==> config.mk <==
export PLATFORM = sky130hd
export DESIGN_NAME = regfile_mp_sb
export DESIGN_NICKNAME = d
export VERILOG_FILES = /design/src/rtl/regfile_mp_sb.sv
export SDC_FILE = /design/constraint.sdc
export NUM_CORES = 2
export LEC_CHECK = 0
export CORE_ASPECT_RATIO = 1.75
export CORE_UTILIZATION = 50
export DETAILED_ROUTE_END_ITERATION = 8
export PLACE_DENSITY = 0.78
export SYNTH_ARGS = -nofsm -noshare
export SYNTH_HDL_FRONTEND = slang
export SYNTH_SLANG_ARGS = --single-unit
==> constraint.sdc <==
create_clock -name clk -period 10.15 [get_ports clk]
set_clock_uncertainty 0.1 [all_clocks]
set_input_delay 2.03 -clock clk [delete_from_list [all_inputs] [get_ports clk]]
set_output_delay 2.03 -clock clk [all_outputs]
set_load 0.005 [all_outputs]
==> src/rtl/regfile_mp_sb.sv <==
// Multi-port register file: NRD combinational reads, two write ports, optional
// write-to-read forwarding, and a per-register busy scoreboard with a live count.
module regfile_mp_sb #(
  parameter int DW       = 32,
  parameter int NREG     = 32,
  parameter int AW       = 5,
  parameter int NRD      = 2,
  parameter int BYPASS   = 1,
  parameter int ZERO_REG = 1
) (
  input  logic              clk,
  input  logic              clrn,
  input  logic [NRD*AW-1:0] ra,
  output logic [NRD*DW-1:0] qd,
  output logic [NRD-1:0]    qbusy,
  input  logic              we0,
  input  logic [AW-1:0]     wn0,
  input  logic [DW-1:0]     d0,
  input  logic              we1,
  input  logic [AW-1:0]     wn1,
  input  logic [DW-1:0]     d1,
  input  logic              iss_en,
  input  logic [AW-1:0]     iss_rd,
  output logic [AW:0]       busy_cnt,
  output logic              addr_err
);

  function automatic logic in_range(input logic [AW-1:0] a);
    return 32'(a) < NREG;
  endfunction

  // Valid = backed by real storage; the hardwired zero register is not.
  function automatic logic addr_valid(input logic [AW-1:0] a);
    return in_range(a) && !(ZERO_REG != 0 && a == '0);
  endfunction

  logic [DW-1:0]   mem [NREG];
  logic [NREG-1:0] busy;
  logic [NREG-1:0] busy_nxt;
  logic [AW:0]     rises;
  logic [AW:0]     falls;
  logic            wv0;
  logic            wv1;
  logic            iss_v;
  logic            oor;

  assign wv0   = we0 && addr_valid(wn0);
  assign wv1   = we1 && addr_valid(wn1);
  assign iss_v = iss_en && addr_valid(iss_rd);
  assign oor   = (we0 && !in_range(wn0)) || (we1 && !in_range(wn1)) ||
                 (iss_en && !in_range(iss_rd));

  // NOTE: the storage array is cleared by the async reset because software
  // relies on every register reading 0 after reset; this costs a reset flop
  // per bit instead of a plain RAM, so do not copy it where contents may be X.
  always_ff @(posedge clk or negedge clrn) begin
    if (!clrn) begin
      for (int r = 0; r < NREG; r++) mem[r] <= '0;
    end else begin
      for (int r = 0; r < NREG; r++) begin
        if (wv1 && wn1 == AW'(r))      mem[r] <= d1;
        else if (wv0 && wn0 == AW'(r)) mem[r] <= d0;
      end
    end
  end

  // NOTE: every variable gets a default at the top of always_comb so no path
  // leaves it unassigned, which is what keeps synthesis from inferring a latch.
  always_comb begin
    busy_nxt = busy;
    rises    = '0;
    falls    = '0;
    for (int r = 0; r < NREG; r++) begin
      // A same-cycle issue marks a newer producer, so set beats clear.
      busy_nxt[r] = (iss_v && iss_rd == AW'(r)) ||
                    (busy[r] && !((wv0 && wn0 == AW'(r)) || (wv1 && wn1 == AW'(r))));
      rises = rises + {{AW{1'b0}}, busy_nxt[r] & ~busy[r]};
      falls = falls + {{AW{1'b0}}, busy[r] & ~busy_nxt[r]};
    end
  end

  always_ff @(posedge clk or negedge clrn) begin
    if (!clrn) begin
      busy     <= '0;
      busy_cnt <= '0;
      addr_err <= 1'b0;
    end else begin
      busy     <= busy_nxt;
      busy_cnt <= busy_cnt + rises - falls;
      addr_err <= addr_err | oor;
    end
  end

  always_comb begin
    logic [AW-1:0] a;
    logic          hit0;
    logic          hit1;
    a     = '0;
    hit0  = 1'b0;
    hit1  = 1'b0;
    qd    = '0;
    qbusy = '0;
    for (int k = 0; k < NRD; k++) begin
      a    = ra[k*AW +: AW];
      hit0 = wv0 && wn0 == a;
      hit1 = wv1 && wn1 == a;
      if (addr_valid(a)) begin
        if (BYPASS != 0 && hit1)      qd[k*DW +: DW] = d1;
        else if (BYPASS != 0 && hit0) qd[k*DW +: DW] = d0;
        else                          qd[k*DW +: DW] = mem[a];
        // Forwarded data is already available, so the hazard disappears.
        qbusy[k] = busy[a] && !(BYPASS != 0 && (hit0 || hit1));
      end
    end
  end

endmodule

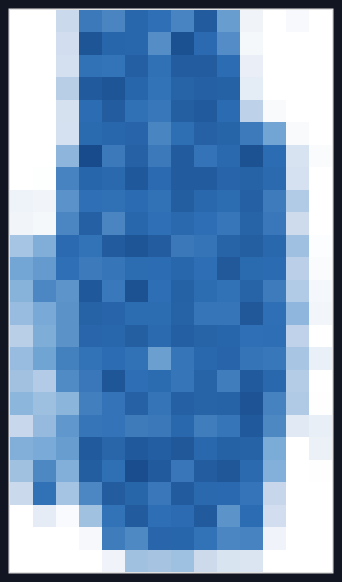
*Cell density map*
14 x 25 tiles, from white (low) to dark blue (high), 0 to 100% covered.
16% of the tiles are nearly empty. The mean over all tiles is 52%. The fullest tile reaches 89%. The emptiest ninth of the die: upper right.
final core area utilization: 0.545
floorplan core density: 0.503
CORE AREA: 136000 µm²

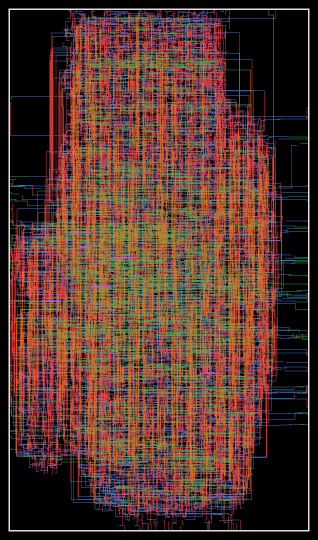
*Wiring by layer*
met1: shown in blue, wire length 83.8 mm. met2: shown in red, wire length 114 mm. met5: shown in purple, wire length 96.6 µm. met3: shown in green, wire length 35.7 mm. met4: shown in orange, wire length 27.3 mm.
All-Layer GR Usage: 0.378
aggregate routed wire length: 261000 µm
per-cell routed wire length: 31.9 µm
total via count after detailed routing: 57872

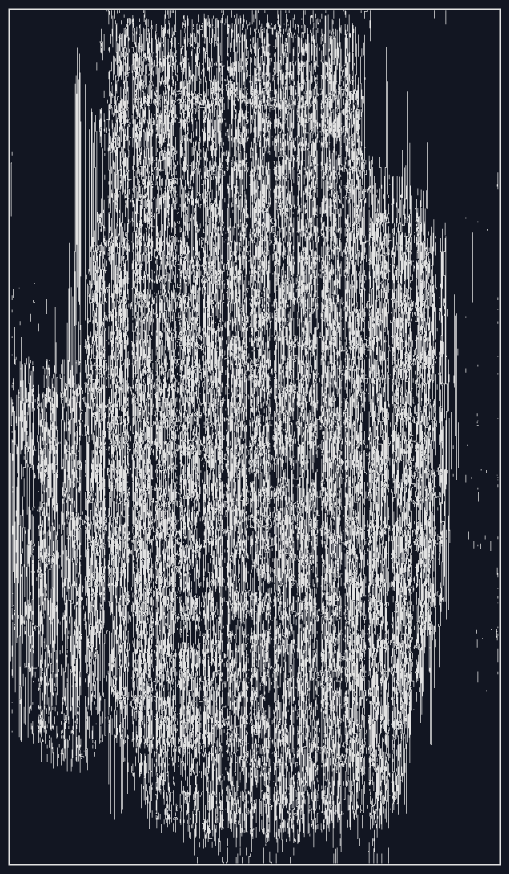
*Signal wires on met2*
The wires run mostly vertical. 5246 nets have wire on it. The layer holds 44% of the routed length.
GR Util met2: 0.556

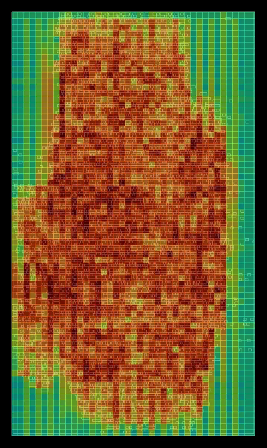
*Routing congestion*
most utilized layer in the global route result: met2
Global Route met3 Usage: 0.122
M1 GR Usage: 0.447

==> impl_report.txt <==
==== FLOW RESULTS ====
----------------------------------------------------
[Cells and area]
  Synth-to-Final Area Change ........................ 8.47%
  Post-layout nets ........................ 6433
  Layout cells sized above 1 ........................ 0.145

[Clock network]
  Number of sinks handled by clock tree synthesis ........................ 1062
  Deepest level of the CTS H-tree ........................ 3
  CTS Buffer Depth ........................ 3
  Cells resized by post-CTS repair ........................ 0
  Clk pin slew, worst setup/hold paths ........................ 70 ps
  Clock latency of the later-clocked register in the worst-skew pair ........................ 750 ps
  Post-CTS repair timing setup buffer count ........................ 0
  Clock tree from TritonCTS ........................ built
  Num CTS Buffers ........................ 99
  Hold bufs inserted after CTS ........................ 0
  Root buf cell ........................ sky130_fd_sc_hd__clkbuf_16

[Final timing]
  Actual slew at the worst max-slew pin ........................ 1390 ps
  FMAX ........................ 115 MHz
  Unrepaired setup endpoints after global routing ........................ no
  Final-report max-slew violation count ........................ 0
  Worst slew margin relative to its limit ........................ 0.0701
  Min cycle time layout ........................ 8720 ps
  Worst slack on hold paths ........................ 297 ps
  Final Cycle Share ........................ 0.859
  Number of endpoints failing setup at the final stage ........................ 0
  Aggregate negative setup slack ........................ 0 ps
  Hold Violations, Final ........................ 0

[Place]
  Half-perimeter wire length after placement ........................ 149000 µm
  Gpl congestion ........................ 0.950
  Input/output buffers ........................ 165

[Yosys]
  Mapped cell area ........................ 68200 µm²
  Area reported by Yosys stat ........................ 68200 µm²
  Top-area cell type share of the netlist area ........................ 0.389
  Synth async-reset ratio ........................ 1.00
  Most frequent cell after synthesis ........................ sky130_fd_sc_hd__mux2i_1
  Avg Cell Area, Syn ........................ 10.3 µm²
  Number of unique standard cell types used by synthesis ........................ 60
  Area leader, netlist ........................ sky130_fd_sc_hd__dfrtp_1
  Flop and latch count out of synthesis ........................ 1062
  Ys cells ........................ 6630
  Syn Inst Count ........................ 6630
  Most common library cells after synthesis ........................ sky130_fd_sc_hd__mux2i_1, sky130_fd_sc_hd__dfrtp_1, sky130_fd_sc_hd__nor2_1, sky130_fd_sc_hd__a21oi_1, sky130_fd_sc_hd__clkbuf_1
  Count of flip-flops with a built-in enable after synthesis ........................ 0
  Top area cell types ........................ sky130_fd_sc_hd__dfrtp_1, sky130_fd_sc_hd__mux2i_1, sky130_fd_sc_hd__mux4_2, sky130_fd_sc_hd__a21oi_1, sky130_fd_sc_hd__nor2_1
  Post-synth seq share ........................ 0.389
  Most common reg cell ........................ sky130_fd_sc_hd__dfrtp_1
  Count of warnings emitted by yosys ........................ 0

[Power and ir drop]
  Lkg Pwr ........................ 32.8 nW
  Power density normalized to cell area ........................ 199 nW/µm²

[Setup path]
  CP Cell Sequence ........................ clkdlybuf4s50_1, xor2_1, nor4_4, buf_4, nor3_2, buf_4, a221o_1, clkdlybuf4s50_1
  Critical Path End Type ........................ output port
  Crit path largest cell delay ........................ 1250 ps
  Cell with the biggest individual delay on the critical path ........................ sky130_fd_sc_hd__clkdlybuf4s50_1
  Type of the setup path with the least slack ........................ primary input to output port
  Crit path buf inv count ........................ 4
  Arr. time, crit path ........................ 6590 ps
  Delay-heaviest family, CP ........................ buffers and inverters
  R2R Setup Slk ........................ 3760 ps
  Critical Path RT ........................ 8020 ps
  Category of the worst setup path launch point ........................ primary input

[GRT]
  Vias in the first global route ........................ 57899
  Antenna violations before repair ........................ 14
  Global-route wire length before repair ........................ 381000 µm
  Total congestion overflow after global routing ........................ 0
  Maximum number of pins on one net before global-route repair ........................ 176

[Run]
  Number of warnings in the stage logs ........................ 39
  Total of max-cap violations ........................ 0

[Die]
  Die x size ........................ 281 µm
  Number of primary I/O pins ........................ 167
  Full die area ........................ 138000 µm²
  Chip Height ........................ 491 µm
  Placement row count ........................ 179

[Routing]
  Count of routing violations after the opening detailed-route iteration ........................ 9011
  Final antenna-violating net count ........................ 0
  Count of unresolved DRC violations after routing ........................ 0
  TritonRoute pass-1 iters ........................ 7
  Via density per instance ........................ 7.09

[Hold path]
  HP Class ........................ flop to flop

[Status]
  Result of the run ........................ finished, final reports clean

----------------------------------------------------
==> layout by cell type (no fill, tap or decap), drive strengths merged, types with 4 or more instances in the layout <==
master | synthesis | layout
a211oi | 91 | 91
a21o | 10 | 10
a21oi | 811 | 811
a221o | 32 | 32
a22o | 31 | 31
a22oi | 33 | 33
a31oi | 34 | 34
a32o | 4 | 4
and2 | 35 | 35
and3 | 16 | 16
buf | 340 | 199
bufinv | 0 | 5
clkbuf | 481 | 143
clkdlybuf4s50 | 0 | 157
clkinv | 3 | 25
dfrtp | 1062 | 1062
diode | 0 | 9
fa | 59 | 59
ha | 13 | 13
inv | 89 | 95
mux2i | 1065 | 1065
mux4 | 468 | 468
nand2 | 417 | 417
nand2b | 13 | 13
nand3 | 35 | 35
nand3b | 5 | 5
nand4 | 9 | 9
nor2 | 851 | 851
nor2b | 46 | 46
nor3 | 21 | 21
nor4 | 4 | 4
o21ai | 271 | 271
o221ai | 66 | 66
o22ai | 119 | 119
or2 | 8 | 8
or3 | 41 | 41
xnor2 | 23 | 23
==> final timing paths <==
| check | depth (start not counted) | endpoint | start |
|---|---|---|---|
| max | 8 | qd[53] | ra[9] |
| min reg2reg | 0 | mem[998] | mem[998] |
| min | 0 | mem[998] | mem[998] |
| min in group asynchronous | 1 | mem[719] | clrn |
| max reg2reg | 21 | busy_cnt[5] | busy[30] |
| max in group asynchronous | 2 | mem[871] | clrn |
==> kinds of logic after synthesis <==
logic type,count (synthesis),share of synthesized area
AOI/OAI and AO/OA,1511,0.127
buffers and inverters,913,0.0570
adders and majority gates,72,0.0197
and+or+nand+nor,1511,0.0925
muxes,1533,0.311
xor gates and xnor gates,26,0.00334
other,2,0.000110
DFF,1062,0.389
==> state kept, by name, indices dropped and copies added, names as in the netlist <==
register and flops:
busy 32, busy_cnt 6, mem 1024
==> area by class of cell <==
| cell class | count | area [µm²] | area share |
|---|---|---|---|
| Clock buffer | 143 | 2900 | 0.0392 |
| Timing Repair Buffer | 356 | 3230 | 0.0436 |
| Tap cell | 1810 | 2260 | 0.0306 |
| Clock inverter | 35 | 394 | 0.00533 |
| Inverter | 92 | 345 | 0.00467 |
| Sequential cell | 1062 | 26600 | 0.359 |
| Multi-Input combinational cell | 4656 | 38300 | 0.517 |
| Antenna cell | 9 | 22.5 | 0.000304 |
==> per-stage QoR <==
| step | std cells | total power, mW | cell area, µm² | worst slack, ps | utilization |
|---|---|---|---|---|---|
| after CTS | 8154 | 14.6 | 74000 | 1580 | 0.545 |
| after global routing | 8157 | 15.4 | 74000 | 1210 | 0.545 |
| after global placement | 7976 | 10.5 | 70700 | 760 | 0.521 |
| after detailed placement | 7976 | 10.7 | 70700 | 807 | 0.521 |
| final | 8163 | 14.7 | 74000 | 1430 | 0.545 |
| after floorplan | 6631 | 9.33 | 68200 | 1510 | - |
==> per-layer routing <==
layer,track usage,wire length (µm),up-vias
li1,-,-,23232
met1,0.447,83800,28250
met2,0.556,114000,4866
met3,0.122,35700,1512
met4,0.320,27300,12
met5,0,96,-
==> power by group <==
part           internal, mW  total (mW)  switching [mW]
registers              5.38        6.31           0.927
logic                  2.33        4.47            2.14
clock network          2.13        3.93            1.80
No activity file was given, so power comes from the tool's default toggle rates.
